===== config.mk =====
export PLATFORM = sky130hd
export DESIGN_NAME = popcount_sequencer
export DESIGN_NICKNAME = d
export VERILOG_FILES = /design/src/rtl/popcount_sequencer.sv
export SDC_FILE = /design/constraint.sdc
export NUM_CORES = 1
export LEC_CHECK = 0
export CAP_MARGIN = 20
export CORE_MARGIN = 5
export CORE_UTILIZATION = 25
export DETAILED_ROUTE_END_ITERATION = 6
export SKIP_CTS_REPAIR_TIMING = 1
export SYNTH_ARGS = -nofsm -noshare
export SYNTH_HDL_FRONTEND = slang
export SYNTH_SLANG_ARGS = --single-unit

===== constraint.sdc =====
create_clock -name clk -period 3.4 [get_ports clk]
set_input_delay 0.51 -clock clk [delete_from_list [all_inputs] [get_ports clk]]
set_output_delay 0.51 -clock clk [all_outputs]
set_load 0.02 [all_outputs]

===== src/rtl/popcount_sequencer.sv =====
// Multi-cycle popcount controller. It feeds a WIDTH-bit word, one 3-bit slice per
// cycle with the LSB slice first, to a shared external ones-counter and adds up the results.
module popcount_sequencer #(
  parameter  int WIDTH = 12,
  localparam int CW    = $clog2(WIDTH + 1)
) (
  input  logic             clk,
  input  logic             rst_n,
  input  logic             start,
  input  logic             clear,
  input  logic [WIDTH-1:0] data_in,
  output logic             oc_a,
  output logic             oc_b,
  output logic             oc_c,
  input  logic             oc_y1,
  input  logic             oc_y0,
  output logic             busy,
  output logic             done,
  output logic [CW-1:0]    count,
  output logic [1:0]       state_dbg
);

  localparam int NSLICE = WIDTH / 3;
  localparam int IW     = (NSLICE > 1) ? $clog2(NSLICE) : 1;

  if ((WIDTH % 3) != 0 || WIDTH < 3) begin : g_bad_width
    $error("popcount_sequencer: WIDTH must be a multiple of 3 and >= 3");
  end

  // Handshake: start is sampled on every rising edge but is only accepted in IDLE
  // or DONE, and data_in is captured on that same edge. done is high for one cycle,
  // and count is valid in that cycle. clear aborts RUN and takes priority over start.
  typedef enum logic [1:0] {
    IDLE = 2'd0,
    RUN  = 2'd1,
    DONE = 2'd2
  } state_t;

  state_t            state, state_n;
  logic [WIDTH-1:0]  sh;
  logic [IW-1:0]     idx;
  logic [CW-1:0]     acc;
  logic [CW-1:0]     slice_sum;
  logic              last;

  assign slice_sum = CW'({oc_y1, oc_y0});
  assign last      = (idx == IW'(NSLICE - 1));

  always_ff @(posedge clk or negedge rst_n) begin
    if (!rst_n) state <= IDLE;
    else        state <= state_n;
  end

  always_comb begin
    state_n = state;
    case (state)
      IDLE:    if (start) state_n = RUN;
      RUN: begin
        if (clear)     state_n = IDLE;
        else if (last) state_n = DONE;
      end
      DONE:    state_n = start ? RUN : IDLE;
      default: state_n = IDLE;
    endcase
  end

  always_ff @(posedge clk or negedge rst_n) begin
    if (!rst_n) begin
      sh    <= '0;
      idx   <= '0;
      acc   <= '0;
      count <= '0;
    end else begin
      case (state)
        IDLE, DONE: begin
          if (start) begin
            sh  <= data_in;
            acc <= '0;
            idx <= '0;
          end
        end
        RUN: begin
          if (clear) begin
            acc   <= '0;
            count <= '0;
          end else begin
            acc <= acc + slice_sum;
            sh  <= sh >> 3;
            idx <= idx + IW'(1);
            if (last) count <= acc + slice_sum;
          end
        end
        default: ;
      endcase
    end
  end

  // The ones-counter inputs come only from registers, so there is no path from start or data_in.
  assign busy      = (state == RUN);
  assign done      = (state == DONE);
  assign oc_a      = busy & sh[2];
  assign oc_b      = busy & sh[1];
  assign oc_c      = busy & sh[0];
  assign state_dbg = state;

endmodule

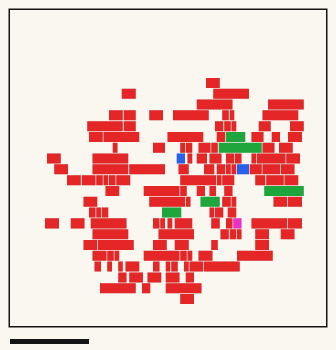
*Sizing map, run 1*
Bar = 20 um.
legend:
  x6 and larger:
    color: green
    cells: 5
    share: 3.4%
    most_used: clkbuf_8
  x3 and x4:
    color: magenta
    cells: 1
    share: 0.69%
    most_used: inv_4
  x1 and smaller:
    color: red
    cells: 137
    share: 94%
    most_used: clkdlybuf4s50_1
  x2:
    color: blue
    cells: 2
    share: 1.4%
Buffers, non-clock: 29
post-route cell area: 0.00163 mm^2

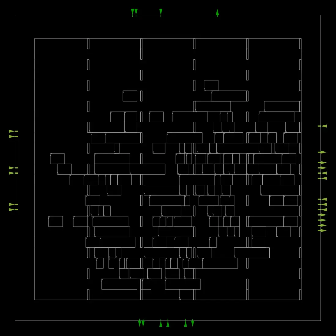
*Placement view, run 1*
# Taps: 67
fillcell total: 485

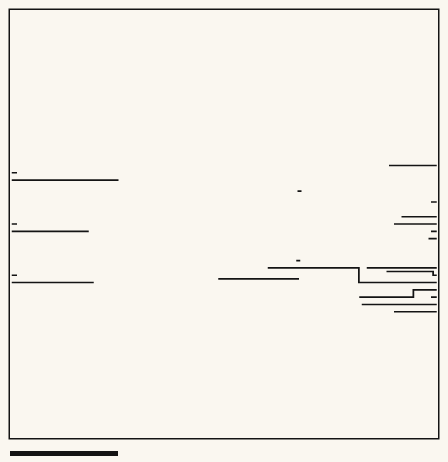
*Met3 routing, run 1*
Bar = 20 um.
share of all routed wire: 6.8%
nets with wire on the layer: 20
longest straight run: 19.6 um
wire length on this layer: 185 um

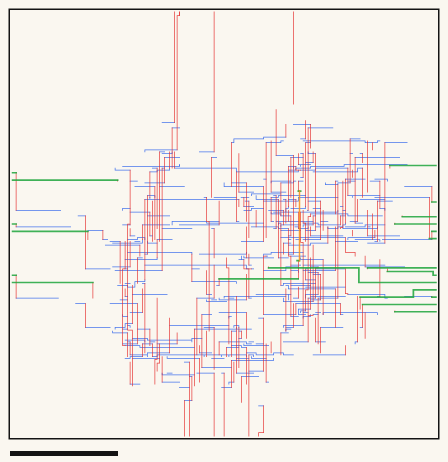
*Signal wires by layer, run 1*
Bar = 20 um.
legend:
  M2:
    color: red
    wire_length: 1,360 um
  M3:
    color: green
    wire_length: 185 um
  M4:
    color: orange
    wire_length: 12.9 um
  M1:
    color: blue
    wire_length: 1,170 um
All-Layer GR Usage: 8.81%
wire per inst: 12.9 um
via count: 942
final wirelength: 2730 um

==> job_summary.md, run 1 <==
## Synthesis and layout report

| Metric | Value |
|---|---|
| Req. time, crit path | `2890 ps` |
| Yosys stat area | `between 0.001 and 0.0015 mm^2` |
| Top Consumer | `registers` |
| DRC Markers | `0` |
| Root Driver | `clkbuf_8` |
| Switching power | `366 uW` |
| Multi-input gate area | `557 um^2` |
| Logic Gate Count | `roughly 86` |
| Largest stage delay on the critical path | `600 ps` |
| Arr. time, crit path | `roughly 2100 ps` |
| Final #Nets | `between 150 and 200` |
| Worst vdd ir | `0.209 mV` |
| GR Layer Usage met1 | `around a tenth` |
| Violation count after the first detailed-route iteration | `39` |
| Element type at the critical path start | `register` |
| Seq_cells | `24` |
| Fraction of layout cells with a size suffix above 1 | `under 10%` |
| HPWL Detailed | `2070 um` |
| Leading cell kind | `registers` |
| Fraction of registers with async set/reset | `100%` |
| Yosys xor share | `1.45%` |
| Comb power | `385 uW` |
| Final setup fails | `0` |
| Post-synth cell types | `28` |
| RSZ-0062 raised after global routing | `no` |
| Worst-path clk slew | `approximately 90 ps` |
| Top post-synthesis cells by count | `dfrtp_1 (24), nand2_1 (19), o21ai_0 (18)` |
| Pwr Density | `roughly 670 mW/mm^2` |
| Static Leak | `between 0.7 and 0.8 nW` |
| Clk pwr share | `a little under a quarter` |
| Slew @ Worst Pin | `between 700 and 800 ps` |
| # clk buffers | `3` |
| FF-to-FF setup slack | `1710 ps` |
| WHS Endpoint | `sh[1]` |
| Hold Slack | `slightly below 500 ps` |
| Layout Cells excl Fill | `about 210` |
| Main synth FF type | `dfrtp_1` |
| Routing usage on met2 | `15.9%` |
| Worst R2R Start | `state_dbg[0]` |
| Drt first pass iters | `4` |
| Die X | `~80 um` |
| Worst path bufs/invs | `2` |
| Status | `finished clean` |
| Largest net degree at the start of global routing | `25` |
| Port-buffer cells | `28` |
| Fin. Hold Viols | `0` |
| Largest area contributor in the synthesized netlist | `dfrtp_1` |
| Dpl cell area | `approximately 0.0015 mm^2` |
| Routed met3 length | `~180 um` |
| Rel. slew slack | `48.8%` |
| Max-area cell share | `between 40% and 50%` |
| Internal | `about 730 uW` |
| Yosys Warn Count | `0` |
| Worst-case reg-to-reg path depth | `3` |
| Worst clock skew | `approximately 2.3 ps` |
| Inserted Clock Buffers | `3` |
| Post-synth EDFFs | `0` |
| Share of power burned in combinational logic | `approximately a third` |
| First-pass GRT wire length | `approximately 4500 um` |
| Final WS setup | `787 ps` |
| Row Count | `25` |
==> run 2, diff against run 1 <==
Clock period 3.4 ns to 2.1 ns, I/O delays scaled along.
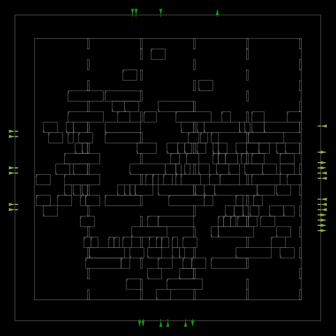
*Placement view, run 2*
Layout Cells excl Fill: 218
sequential share of cell area: 36.3%

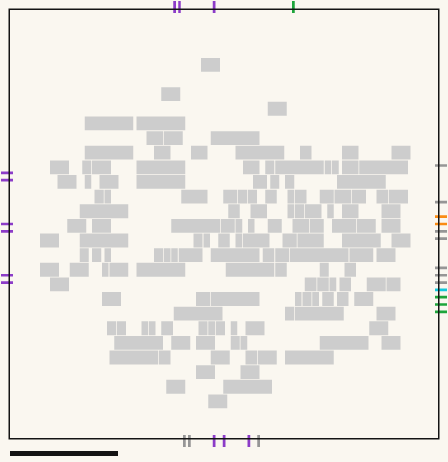
*Pin placement, run 2*
Bar = 20 um. Pins as bars across the die edge, other pins in gray.
legend:
  data_in:
    color: purple
    pins: 12
    direction: input
    edge: 6 left, 3 bottom, 3 top
  state_dbg:
    color: orange
    pins: 2
    direction: output
    edge: right
  count:
    color: green
    pins: 4
    direction: output
    edge: 3 right, 1 top
  busy:
    color: cyan
    pins: 1
    direction: output
    edge: right
Port-buffer cells: 28
chip height: 79.6 um
Die X: 79.6 um

==> run 2 against run 1 <==
  * Global-route usage rose by 0.32 points
  * Largest power group unchanged
  * Area after synthesis stayed put
  * Clock power rose by 62%
  * Synthesized cell count unchanged
==> job_summary.md, run 2 <==
## Synthesis and layout report

| Metric | Value |
|---|---|
| Status | `finished clean` |
| HPWL Detailed | `~2100 um` |
| Routing usage on met2 | `15.9%` |
| # Taps | `67` |
| Multi-input gate area | `around 560 um^2` |
| RSZ-0062 raised after global routing | `no` |
| Top post-synthesis cells by count | `dfrtp_1 (24), nand2_1 (19), o21ai_0 (18)` |
| Fin. Hold Viols | `0` |
| Comb power | `between 600 and 700 uW` |
| Worst R2R Start | `state_dbg[0]` |
| Internal | `about 1.2 mW` |
| Yosys stat area | `around 0.0012 mm^2` |
| Yosys xor share | `~1.4%` |
| FF-to-FF setup slack | `430 ps` |
| Largest net degree at the start of global routing | `25` |
| Clk pwr share | `~23%` |
| Logic Gate Count | `approximately 86` |
| Via count | `slightly below 1,000` |
| GR Layer Usage met1 | `11.4%` |
| Yosys Warn Count | `0` |
| Post-route cell area | `about 0.0017 mm^2` |
| All-Layer GR Usage | `9.13%` |
| DRC Markers | `0` |
| Hold Slack | `398 ps` |
| Fillcell total | `~490` |
| Post-synth cell types | `28` |
| Worst-path clk slew | `about 90 ps` |
| Post-synth EDFFs | `0` |
| Max-area cell share | `between 40 and 50%` |
| Final WS setup | `between 100 and 150 ps` |
| Drt first pass iters | `4` |
| Switching power | `roughly 600 uW` |
| # clk buffers | `3` |
| Largest area contributor in the synthesized netlist | `dfrtp_1` |
| Share of power burned in combinational logic | `37.0%` |
| Violation count after the first detailed-route iteration | `26` |
| Static Leak | `about 0.75 nW` |
| Fraction of layout cells with a size suffix above 1 | `a little under a tenth` |
| Buffers, non-clock | `35` |
| Leading cell kind | `registers` |
| Inserted Clock Buffers | `3` |
| Root Driver | `clkbuf_8` |
| Pwr Density | `about 1100 mW/mm^2` |
| Worst clock skew | `roughly 6.5 ps` |
Power is estimated from default activity; no workload was simulated.
